==> run_1/met2.png <==
Scale bar: 20 um.
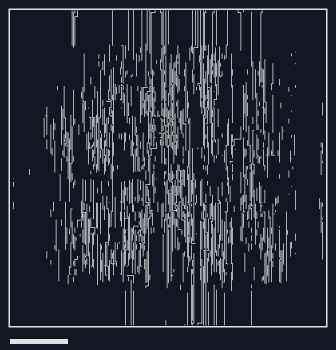
==> run_1/cell_classes.png <==
Scale bar: 20 um. Fill, decap, tap and diode cells in grey.
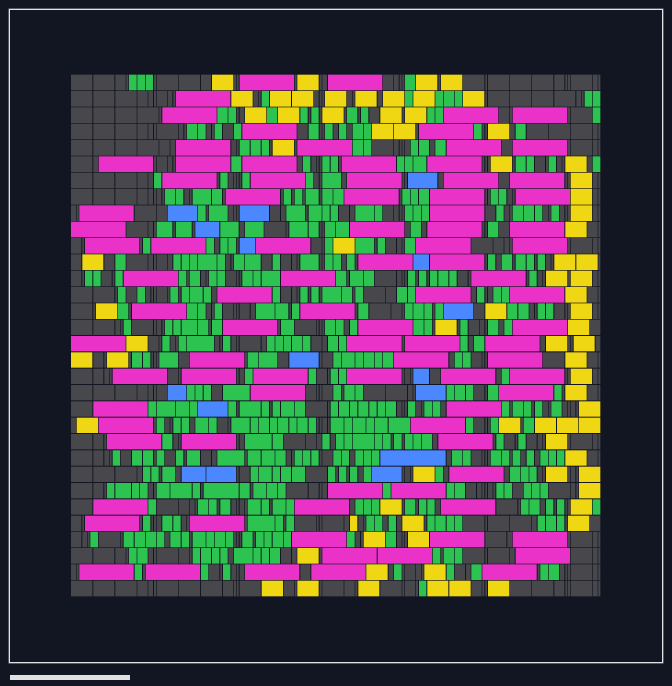
==> run_1/pdn.png <==
Pins as bars on the die edge. Tap cells in grey.
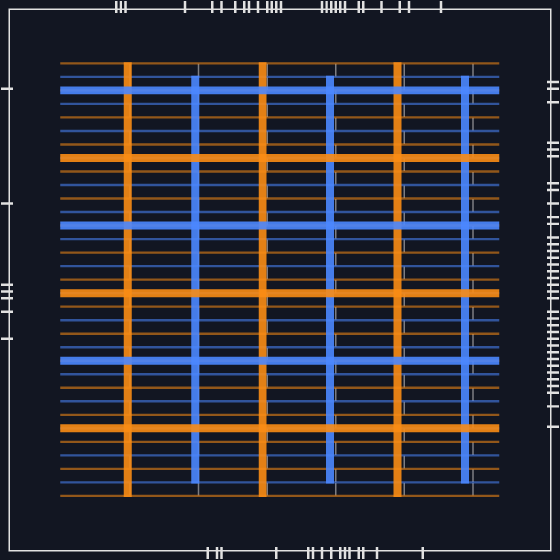
`src/rtl/mkio_rt_sequencer_if.sv`:
```
// Receiver-side word stream in, buffer-write and transmitter-request signals out.
// The slave modport is the sequencer's view; the master modport is its environment.
interface mkio_rt_sequencer_if;
  logic [4:0]  rt_addr;
  logic [15:0] rx_data;
  logic        rx_cd;
  logic        rx_done;
  logic        rx_parity_error;
  logic        wr_en;
  logic [15:0] wr_data;
  logic [4:0]  wr_subaddr;
  logic [4:0]  wr_index;
  logic        tx_req;
  logic [15:0] tx_status;
  logic [4:0]  tx_subaddr;
  logic [5:0]  tx_count;
  logic        msg_ok;
  logic        msg_err;
  logic        busy;

  modport master (
    output rt_addr, rx_data, rx_cd, rx_done, rx_parity_error,
    input  wr_en, wr_data, wr_subaddr, wr_index, tx_req, tx_status,
           tx_subaddr, tx_count, msg_ok, msg_err, busy
  );

  modport slave (
    input  rt_addr, rx_data, rx_cd, rx_done, rx_parity_error,
    output wr_en, wr_data, wr_subaddr, wr_index, tx_req, tx_status,
           tx_subaddr, tx_count, msg_ok, msg_err, busy
  );
endinterface

```
`src/rtl/mkio_rt_sequencer.sv`:
```
// Remote-terminal message sequencer: decodes and qualifies command words, forwards
// receive data to the subaddress buffer and times the status response request.
module mkio_rt_sequencer #(
  parameter int GAP_TIMEOUT = 200,
  parameter int RESP_DELAY  = 300,
  parameter int CNT_W       = 16
) (
  input  logic                  clk,
  input  logic                  reset,
  mkio_rt_sequencer_if.slave    bus
);

  typedef enum logic [1:0] {IDLE, RX_DATA, RESP_WAIT, RESPOND} state_e;

  // The counter reads 0 in the first clock after a word, so terminal counts sit two
  // below the limit: the registered pulse then lands exactly N clocks after the word.
  localparam logic [CNT_W-1:0] GAP_TC  = CNT_W'(GAP_TIMEOUT - 2);
  localparam logic [CNT_W-1:0] RESP_TC = CNT_W'(RESP_DELAY - 2);

  state_e             state_q, state_d;
  logic [CNT_W-1:0]   cnt_q, cnt_d;
  logic [5:0]         idx_q, idx_d;
  logic [5:0]         rx_n_q, rx_n_d;
  logic [5:0]         tx_n_q, tx_n_d;
  logic [4:0]         sa_q, sa_d;
  logic               bcast_msg_q, bcast_msg_d;
  logic               err_flag_q, err_flag_d;
  logic               bcast_flag_q, bcast_flag_d;
  logic               wr_en_q, wr_en_d;
  logic [15:0]        wr_data_q, wr_data_d;
  logic [4:0]         wr_subaddr_q, wr_subaddr_d;
  logic [4:0]         wr_index_q, wr_index_d;
  logic [15:0]        tx_status_q, tx_status_d;
  logic [4:0]         tx_subaddr_q, tx_subaddr_d;
  logic [5:0]         tx_count_q, tx_count_d;
  logic               msg_ok_q, msg_ok_d;
  logic               msg_err_q, msg_err_d;

  // Command-word decode of whatever is on rx_data.
  logic [4:0] cmd_addr, cmd_sa, cmd_wc;
  logic       cmd_tr, cmd_mode, cmd_accept;
  logic [5:0] cmd_words, cmd_rx_n, cmd_tx_n;
  logic       word_ok, fail;

  always_comb begin
    cmd_addr   = bus.rx_data[15:11];
    cmd_tr     = bus.rx_data[10];
    cmd_sa     = bus.rx_data[9:5];
    cmd_wc     = bus.rx_data[4:0];
    cmd_mode   = (cmd_sa == 5'd0) || (cmd_sa == 5'd31);
    cmd_words  = (cmd_wc == 5'd0) ? 6'd32 : {1'b0, cmd_wc};
    cmd_rx_n   = cmd_tr   ? 6'd0 : (cmd_mode ? {5'd0, cmd_wc[4]} : cmd_words);
    cmd_tx_n   = !cmd_tr  ? 6'd0 : (cmd_mode ? {5'd0, cmd_wc[4]} : cmd_words);
    // Address 31 can never be the terminal's own address, only broadcast.
    cmd_accept = bus.rx_cd &&
                 (((cmd_addr == bus.rt_addr) && (bus.rt_addr != 5'd31)) ||
                  ((cmd_addr == 5'd31) && !cmd_tr));
    word_ok    = bus.rx_done && !bus.rx_parity_error;
  end

  // NOTE: every variable gets a default at the top so no path leaves one unassigned
  // and no latch is inferred.
  always_comb begin
    state_d      = state_q;
    cnt_d        = (state_q == IDLE) ? '0 : cnt_q + 1'b1;
    idx_d        = idx_q;
    rx_n_d       = rx_n_q;
    tx_n_d       = tx_n_q;
    sa_d         = sa_q;
    bcast_msg_d  = bcast_msg_q;
    err_flag_d   = err_flag_q;
    bcast_flag_d = bcast_flag_q;
    wr_en_d      = 1'b0;
    wr_data_d    = wr_data_q;
    wr_subaddr_d = wr_subaddr_q;
    wr_index_d   = wr_index_q;
    tx_status_d  = tx_status_q;
    tx_subaddr_d = tx_subaddr_q;
    tx_count_d   = tx_count_q;
    msg_ok_d     = 1'b0;
    msg_err_d    = 1'b0;
    fail         = 1'b0;

    unique case (state_q)
      IDLE: begin
        if (bus.rx_done && bus.rx_parity_error && cmd_accept) fail = 1'b1;
      end
      RX_DATA: begin
        if (bus.rx_done) begin
          cnt_d = '0;
          if (bus.rx_parity_error) begin
            fail = 1'b1;
          end else if (!bus.rx_cd) begin
            wr_en_d      = 1'b1;
            wr_data_d    = bus.rx_data;
            wr_subaddr_d = sa_q;
            wr_index_d   = idx_q[4:0];
            idx_d        = idx_q + 6'd1;
            if (idx_q + 6'd1 == rx_n_q) state_d = RESP_WAIT;
          end else if (!cmd_accept) begin
            fail = 1'b1;
          end
        end else if (cnt_q == GAP_TC) begin
          fail = 1'b1;
        end
      end
      RESP_WAIT: begin
        // Only words that matter here pre-empt the delay terminal count.
        if (bus.rx_done && (!bus.rx_cd || cmd_accept)) begin
          if (!bus.rx_cd || bus.rx_parity_error) fail = 1'b1;
        end else if (cnt_q == RESP_TC) begin
          msg_ok_d = 1'b1;
          if (bcast_msg_q) begin
            bcast_flag_d = 1'b1;
            state_d      = IDLE;
          end else begin
            tx_status_d  = {bus.rt_addr, err_flag_q, 5'd0, bcast_flag_q, 4'd0};
            tx_subaddr_d = sa_q;
            tx_count_d   = tx_n_q;
            state_d      = RESPOND;
          end
        end
      end
      RESPOND: begin
        err_flag_d   = 1'b0;
        bcast_flag_d = 1'b0;
        state_d      = IDLE;
      end
      default: state_d = IDLE;
    endcase

    if (fail) begin
      msg_err_d  = 1'b1;
      err_flag_d = 1'b1;
      state_d    = IDLE;
    end else if (word_ok && cmd_accept) begin
      // A fresh accepted command (re)starts decode, superseding any message in flight.
      sa_d        = cmd_sa;
      bcast_msg_d = (cmd_addr == 5'd31);
      rx_n_d      = cmd_rx_n;
      tx_n_d      = cmd_tx_n;
      idx_d       = '0;
      cnt_d       = '0;
      state_d     = (cmd_rx_n != 6'd0) ? RX_DATA : RESP_WAIT;
    end
  end

  // NOTE: state is updated with non-blocking assignments so every register samples
  // the pre-edge values, independent of statement order.
  always_ff @(posedge clk or posedge reset) begin
    if (reset) begin
      state_q      <= IDLE;
      cnt_q        <= '0;
      idx_q        <= '0;
      rx_n_q       <= '0;
      tx_n_q       <= '0;
      sa_q         <= '0;
      bcast_msg_q  <= 1'b0;
      err_flag_q   <= 1'b0;
      bcast_flag_q <= 1'b0;
      wr_en_q      <= 1'b0;
      wr_data_q    <= '0;
      wr_subaddr_q <= '0;
      wr_index_q   <= '0;
      tx_status_q  <= '0;
      tx_subaddr_q <= '0;
      tx_count_q   <= '0;
      msg_ok_q     <= 1'b0;
      msg_err_q    <= 1'b0;
    end else begin
      state_q      <= state_d;
      cnt_q        <= cnt_d;
      idx_q        <= idx_d;
      rx_n_q       <= rx_n_d;
      tx_n_q       <= tx_n_d;
      sa_q         <= sa_d;
      bcast_msg_q  <= bcast_msg_d;
      err_flag_q   <= err_flag_d;
      bcast_flag_q <= bcast_flag_d;
      wr_en_q      <= wr_en_d;
      wr_data_q    <= wr_data_d;
      wr_subaddr_q <= wr_subaddr_d;
      wr_index_q   <= wr_index_d;
      tx_status_q  <= tx_status_d;
      tx_subaddr_q <= tx_subaddr_d;
      tx_count_q   <= tx_count_d;
      msg_ok_q     <= msg_ok_d;
      msg_err_q    <= msg_err_d;
    end
  end

  assign bus.wr_en      = wr_en_q;
  assign bus.wr_data    = wr_data_q;
  assign bus.wr_subaddr = wr_subaddr_q;
  assign bus.wr_index   = wr_index_q;
  assign bus.tx_req     = (state_q == RESPOND);
  assign bus.tx_status  = tx_status_q;
  assign bus.tx_subaddr = tx_subaddr_q;
  assign bus.tx_count   = tx_count_q;
  assign bus.msg_ok     = msg_ok_q;
  assign bus.msg_err    = msg_err_q;
  assign bus.busy       = (state_q != IDLE);

endmodule

```
`src/flat_wrapper.sv`:
```
// flat-port wrapper written by rule: the top's interface ports become plain ports
module mkio_rt_sequencer_flat 
#(
  parameter int GAP_TIMEOUT = 200,
  parameter int RESP_DELAY  = 300,
  parameter int CNT_W       = 16
)
  (clk, reset, bus_rt_addr, bus_rx_data, bus_rx_cd, bus_rx_done, bus_rx_parity_error, bus_wr_en, bus_wr_data, bus_wr_subaddr, bus_wr_index, bus_tx_req, bus_tx_status, bus_tx_subaddr, bus_tx_count, bus_msg_ok, bus_msg_err, bus_busy);
  mkio_rt_sequencer_if bus_i ();
  input  logic clk;
  input  logic reset;
  input wire logic [$bits(bus_i.rt_addr)-1:0] bus_rt_addr;
  input wire logic [$bits(bus_i.rx_data)-1:0] bus_rx_data;
  input wire logic [$bits(bus_i.rx_cd)-1:0] bus_rx_cd;
  input wire logic [$bits(bus_i.rx_done)-1:0] bus_rx_done;
  input wire logic [$bits(bus_i.rx_parity_error)-1:0] bus_rx_parity_error;
  output wire logic [$bits(bus_i.wr_en)-1:0] bus_wr_en;
  output wire logic [$bits(bus_i.wr_data)-1:0] bus_wr_data;
  output wire logic [$bits(bus_i.wr_subaddr)-1:0] bus_wr_subaddr;
  output wire logic [$bits(bus_i.wr_index)-1:0] bus_wr_index;
  output wire logic [$bits(bus_i.tx_req)-1:0] bus_tx_req;
  output wire logic [$bits(bus_i.tx_status)-1:0] bus_tx_status;
  output wire logic [$bits(bus_i.tx_subaddr)-1:0] bus_tx_subaddr;
  output wire logic [$bits(bus_i.tx_count)-1:0] bus_tx_count;
  output wire logic [$bits(bus_i.msg_ok)-1:0] bus_msg_ok;
  output wire logic [$bits(bus_i.msg_err)-1:0] bus_msg_err;
  output wire logic [$bits(bus_i.busy)-1:0] bus_busy;
  assign bus_i.rt_addr = bus_rt_addr;
  assign bus_i.rx_data = bus_rx_data;
  assign bus_i.rx_cd = bus_rx_cd;
  assign bus_i.rx_done = bus_rx_done;
  assign bus_i.rx_parity_error = bus_rx_parity_error;
  assign bus_wr_en = bus_i.wr_en;
  assign bus_wr_data = bus_i.wr_data;
  assign bus_wr_subaddr = bus_i.wr_subaddr;
  assign bus_wr_index = bus_i.wr_index;
  assign bus_tx_req = bus_i.tx_req;
  assign bus_tx_status = bus_i.tx_status;
  assign bus_tx_subaddr = bus_i.tx_subaddr;
  assign bus_tx_count = bus_i.tx_count;
  assign bus_msg_ok = bus_i.msg_ok;
  assign bus_msg_err = bus_i.msg_err;
  assign bus_busy = bus_i.busy;
  mkio_rt_sequencer #(.GAP_TIMEOUT(GAP_TIMEOUT), .RESP_DELAY(RESP_DELAY), .CNT_W(CNT_W)) u_core (.clk(clk), .reset(reset), .bus(bus_i));
endmodule
```
`config.mk`:
```
export PLATFORM = sky130hd
export DESIGN_NAME = mkio_rt_sequencer_flat
export DESIGN_NICKNAME = d
export VERILOG_FILES = /design/src/rtl/mkio_rt_sequencer_if.sv /design/src/rtl/mkio_rt_sequencer.sv /design/src/flat_wrapper.sv
export SDC_FILE = /design/constraint.sdc
export NUM_CORES = 1
export LEC_CHECK = 0
export ABC_AREA = 1
export ABC_CLOCK_PERIOD_IN_PS = 8700
export CAP_MARGIN = 20
export CORE_MARGIN = 10
export CORE_UTILIZATION = 56
export DETAILED_ROUTE_END_ITERATION = 6
export MAX_ROUTING_LAYER = met4
export PLACE_DENSITY = 0.85
export RECOVER_POWER = 25
export SLEW_MARGIN = 20
export SYNTH_ARGS = -nofsm -noshare
export SYNTH_HDL_FRONTEND = slang
export SYNTH_SLANG_ARGS = --single-unit
```
`constraint.sdc`:
```
create_clock -name clk -period 8.7 [get_ports clk]
set_input_delay 2.175 -clock clk [delete_from_list [all_inputs] [get_ports clk]]
set_output_delay 2.175 -clock clk [all_outputs]
set_load 0.02 [all_outputs]
```
==> qor.txt, run 1 <==
Max Slew Vio Count -> 94
Final Net Count -> 638
dpl ws -> 3962 ps
H-tree depth -> 3
Main area contributors -> dfrtp_1 52%, nand2_1 12%, inv_1 7.7%
fin worst setup slack -> 2800 ps
synthesized area -> 4402 sq um
gr usage total -> 18.31%
status -> complete, but fails checks
Mean Syn Cell Area -> 8.151 sq um
R2R depth -> 6
Routed Antenna Nets -> 0
Met1 Wirelength -> 4433 um
Max Cap Viol -> 2
placement row count -> 32
FF/Latch Area -> 2277 sq um
FILL cells -> 612
logic area -> 1669 sq um
violated checks -> max-capacitance violations, max-slew violations
clkbuf count -> 9
total power -> 0.001223 W
mux share -> 0%
via/cell ratio -> 5.189
share of cells above drive strength 1 -> 5.049%
initial antenna violation count -> 0
Back to the opening pictures, met2.png:
share of all routed wire: 50%
nets with wire on the layer: 534
wire length on this layer: 5170 um
main direction: vertical

Back to the opening pictures, cell_classes.png:
legend:
  yellow:
    class: other buffers and delay cells
    cells: 75
  blue:
    class: clock drivers and dummy loads
    cells: 16
  magenta:
    class: flip-flops
    cells: 91
  green:
    class: all other logic
    cells: 432
post-layout util: 69.84%
register share of the cell area: 42.41%

Back to the opening pictures, pdn.png:
legend:
  orange:
    net: VSS
  blue:
    net: VDD
tap cells: 102
met1 rails: 33
rows: 32
met4 straps: 6
Peak VDD IR: 0.1688 mV
die height: 108.7 um

## run 1: cell usage in the layout, fill, tap and decap left out, drive strengths merged
cell type,n
nor2,32
o2111ai,1
nand2,139
nor3,5
xnor2,4
nor4,2
clkbuf,10
inv,93
dlygate4sd3,11
dfrtp,91
nand4,17
a21oi,3
nor3b,2
nand3,35
ha,3
conb,9
o211ai,4
o41ai,6
nand3b,1
or2,5
xor2,8
clkdlybuf4s50,63
o21ai,65
clkinvlp,4
bufinv,1
## run 1: report_power, final
| part | internal, W | leakage (nW) | switching, W |
|---|---|---|---|
| Combinational | 0.000154 | 1.43 | 0.000226 |
| Clock | 0.000137 | 0.0959 | 0.000158 |
| Sequential | 0.000496 | 1.21 | 0.0000520 |
| Total | 0.000787 | 2.74 | 0.000436 |
## run 1: worst paths after layout
check                                      start  slack [ps]                       end
max                                        reset        2800     u_core.bus.wr_data[0]
min                        u_core.bus.wr_data[5]         480     u_core.bus.wr_data[5]
max reg2reg                    u_core.state_q[0]        5610           u_core.idx_q[3]
min reg2reg                u_core.bus.wr_data[5]         480     u_core.bus.wr_data[5]
max in group clk                       bus_rx_cd        3650           u_core.idx_q[3]
min in group asynchronous                  reset        2670  u_core.bus.tx_status[12]
## run 1: tightest hold or removal path: cells and delay by family, from the launching register on
| family | cells | cell delay [ps] |
|---|---|---|
| DFF | 1 | 350 |
| and+or+nand+nor | 2 | 100 |
## run 1: flip-flops by register name, summed over array words and instances, names as in the netlist, 5 cells and up
signal,flops
u_core.idx_q,6
u_core.cnt_q,16
u_core.bus.wr_data,16
u_core.bus.tx_count,6
u_core.sa_q,5
u_core.tx_n_q,6
u_core.bus.wr_subaddr,5
u_core.bus.tx_status,7
u_core.bus.tx_subaddr,5
u_core.bus.wr_index,5
u_core.rx_n_q,6
==> run_1/clock_map.png <==
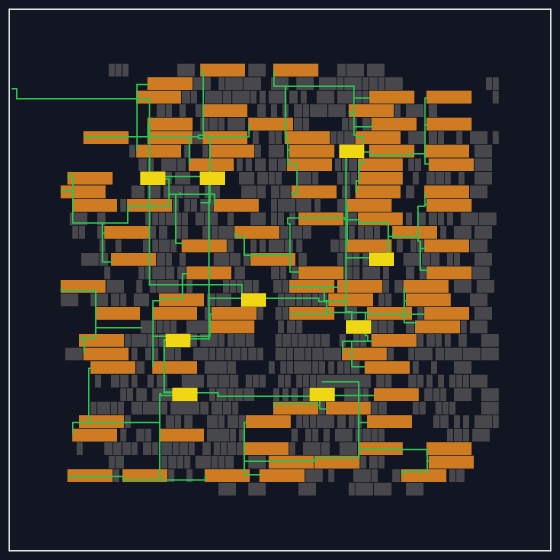

==> run 2: changes to the inputs <==
--- a/config.mk
+++ b/config.mk
@@ -6,13 +6,13 @@
 export NUM_CORES = 1
 export LEC_CHECK = 0
 export ABC_AREA = 1
-export ABC_CLOCK_PERIOD_IN_PS = 8700
+export ABC_CLOCK_PERIOD_IN_PS = 5400
 export CAP_MARGIN = 20
 export CORE_MARGIN = 10
-export CORE_UTILIZATION = 56
+export CORE_UTILIZATION = 47
 export DETAILED_ROUTE_END_ITERATION = 6
 export MAX_ROUTING_LAYER = met4
-export PLACE_DENSITY = 0.85
+export PLACE_DENSITY = 0.76
 export RECOVER_POWER = 25
 export SLEW_MARGIN = 20
 export SYNTH_ARGS = -nofsm -noshare
==> constraint.sdc (replaced) <==
create_clock -name clk -period 5.4 [get_ports clk]
set_input_delay 1.35 -clock clk [delete_from_list [all_inputs] [get_ports clk]]
set_output_delay 1.35 -clock clk [all_outputs]
set_load 0.02 [all_outputs]
==> run_2/clock_map.png <==
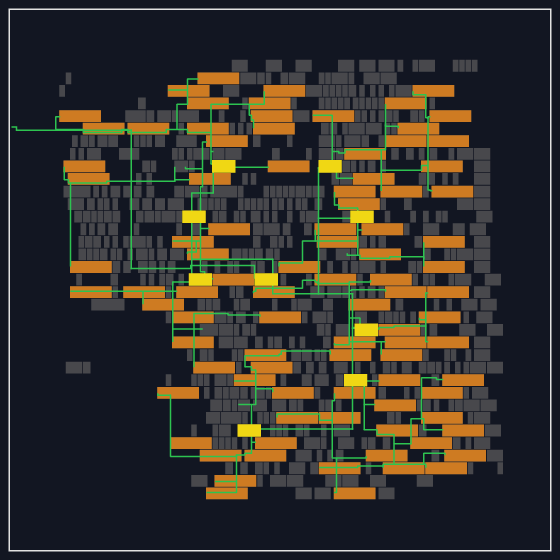
legend:
  orange:
    item: flip-flops
    count: 91
  green:
    item: clock wires
    length: 1050 um
  yellow:
    item: cells driving clock nets
    count: 9
routed clock nets: 10
clk_lat worst skew: 360 ps
worst clock skew: 15.92 ps
P_clk: 0.000431 W
clock share of power: 22.2%

==> qor.txt, run 2 <==
H-tree depth -> 3 (unchanged)
Max Cap Viol -> 0 (-2)
worst r2r src -> u_core.cnt_q[0]
Sequential Power Share -> 45.7% (+0.9 points)
via/cell ratio -> 5.085 (-2.0%)
Peak VDD IR -> 0.1603 mV (-5.1%)
Sw Ratio -> 36.57% (+0.93 points)
initial antenna violation count -> 0 (unchanged)
placement row count -> 35 (+9.4%)
gr usage total -> 15.80% (-2.5 points)
share of cells above drive strength 1 -> 5.519% (+0.47 points)
post-route minimum period -> 3251 ps
largest power group -> registers
sequential logic power -> 0.000886 W (+62%)
Sw Pwr -> 0.0007084 W (+62%)
Max Slew Vio Count -> 0 (-100%)
Logic pwr share -> 32.0% (+1.0 points)
Final Net Count -> 640 (+0.31%)
CP startpoint -> bus_rx_done
Routed Antenna Nets -> 0 (unchanged)
post-layout util -> 58.64% (-11 points)
hold path start -> u_core.bus.wr_data[6]
status -> complete, no violations
synthesized area -> 4402 sq um (unchanged)
Main area contributors -> dfrtp_1 52%, nand2_1 12%, inv_1 7.7%
Internal -> 0.001229 W (+56%)
die height -> 116.8 um (+7.5%)
-- run 2: cell counts after synthesis --
No cell type changed its count.
-- run 2: cell families after synthesis --
logic type / count (synthesis) / share of synthesized area [%]
fa+ha+maj: 3 / 0.8528
compound gates: 79 / 9.807
buf+inv: 116 / 10.89
other cells: 1 / 0.08519
xor+xnor: 12 / 2.388
flops: 91 / 51.73
simple gates: 238 / 24.25
-- run 2: through the flow --
stage	cells	total power (W)	worst slack [ps]	hold WS, ps
after CTS	726	0.001956	2128	489.2
after floorplan	548	0.001266	1686	446.4
final	727	0.001937	2149	482.1
after global routing	727	0.002067	1965	508.7
after global placement	710	0.001498	1806	452.7
after detailed placement	710	0.001523	1759	464.6
-- run 2: area by class of cell --
class,instances,area [sq um]
clock buffer,9,123.9
timing repair buffer,77,775.7
inverter,91,342.8
tap,111,138.9
clock inverter,7,58.81
fill,825,3804
multi-input combinational,341,1675
sequential,91,2277
-- run 2: path summary, 6_finish.rpt --
path                                             to  slack [ps]  depth (start not counted)
max reg2reg                u_core.bus.tx_subaddr[4]        3180                          8
max                                 u_core.idx_q[4]        2150                          8
max in group asynchronous           u_core.idx_q[3]        2750                          4
min reg2reg                   u_core.bus.wr_data[6]         480                          2
min                           u_core.bus.wr_data[6]         480                          2
min in group asynchronous          u_core.bus.wr_en        1500                          2
-- run 2: critical path, stage by stage --
cell and delay [ps]:
clkdlybuf4s50_1 590, nand2_1 150, nor3_4 470, inv_2 460, nor2_1 240, xor2_1 160
nand2_1 60, inv_1 60
-- run 2: layer usage --
layer  up-vias  routed length, um  global-route usage (%)
met5         -                  0                       -
li1       1839                  -                       -
met4         0                136                   4.860
met1      1776               4478                   18.65
met2        69               5205                   26.36
met3        13                550                   3.619
Power is estimated from default activity; no workload was simulated.
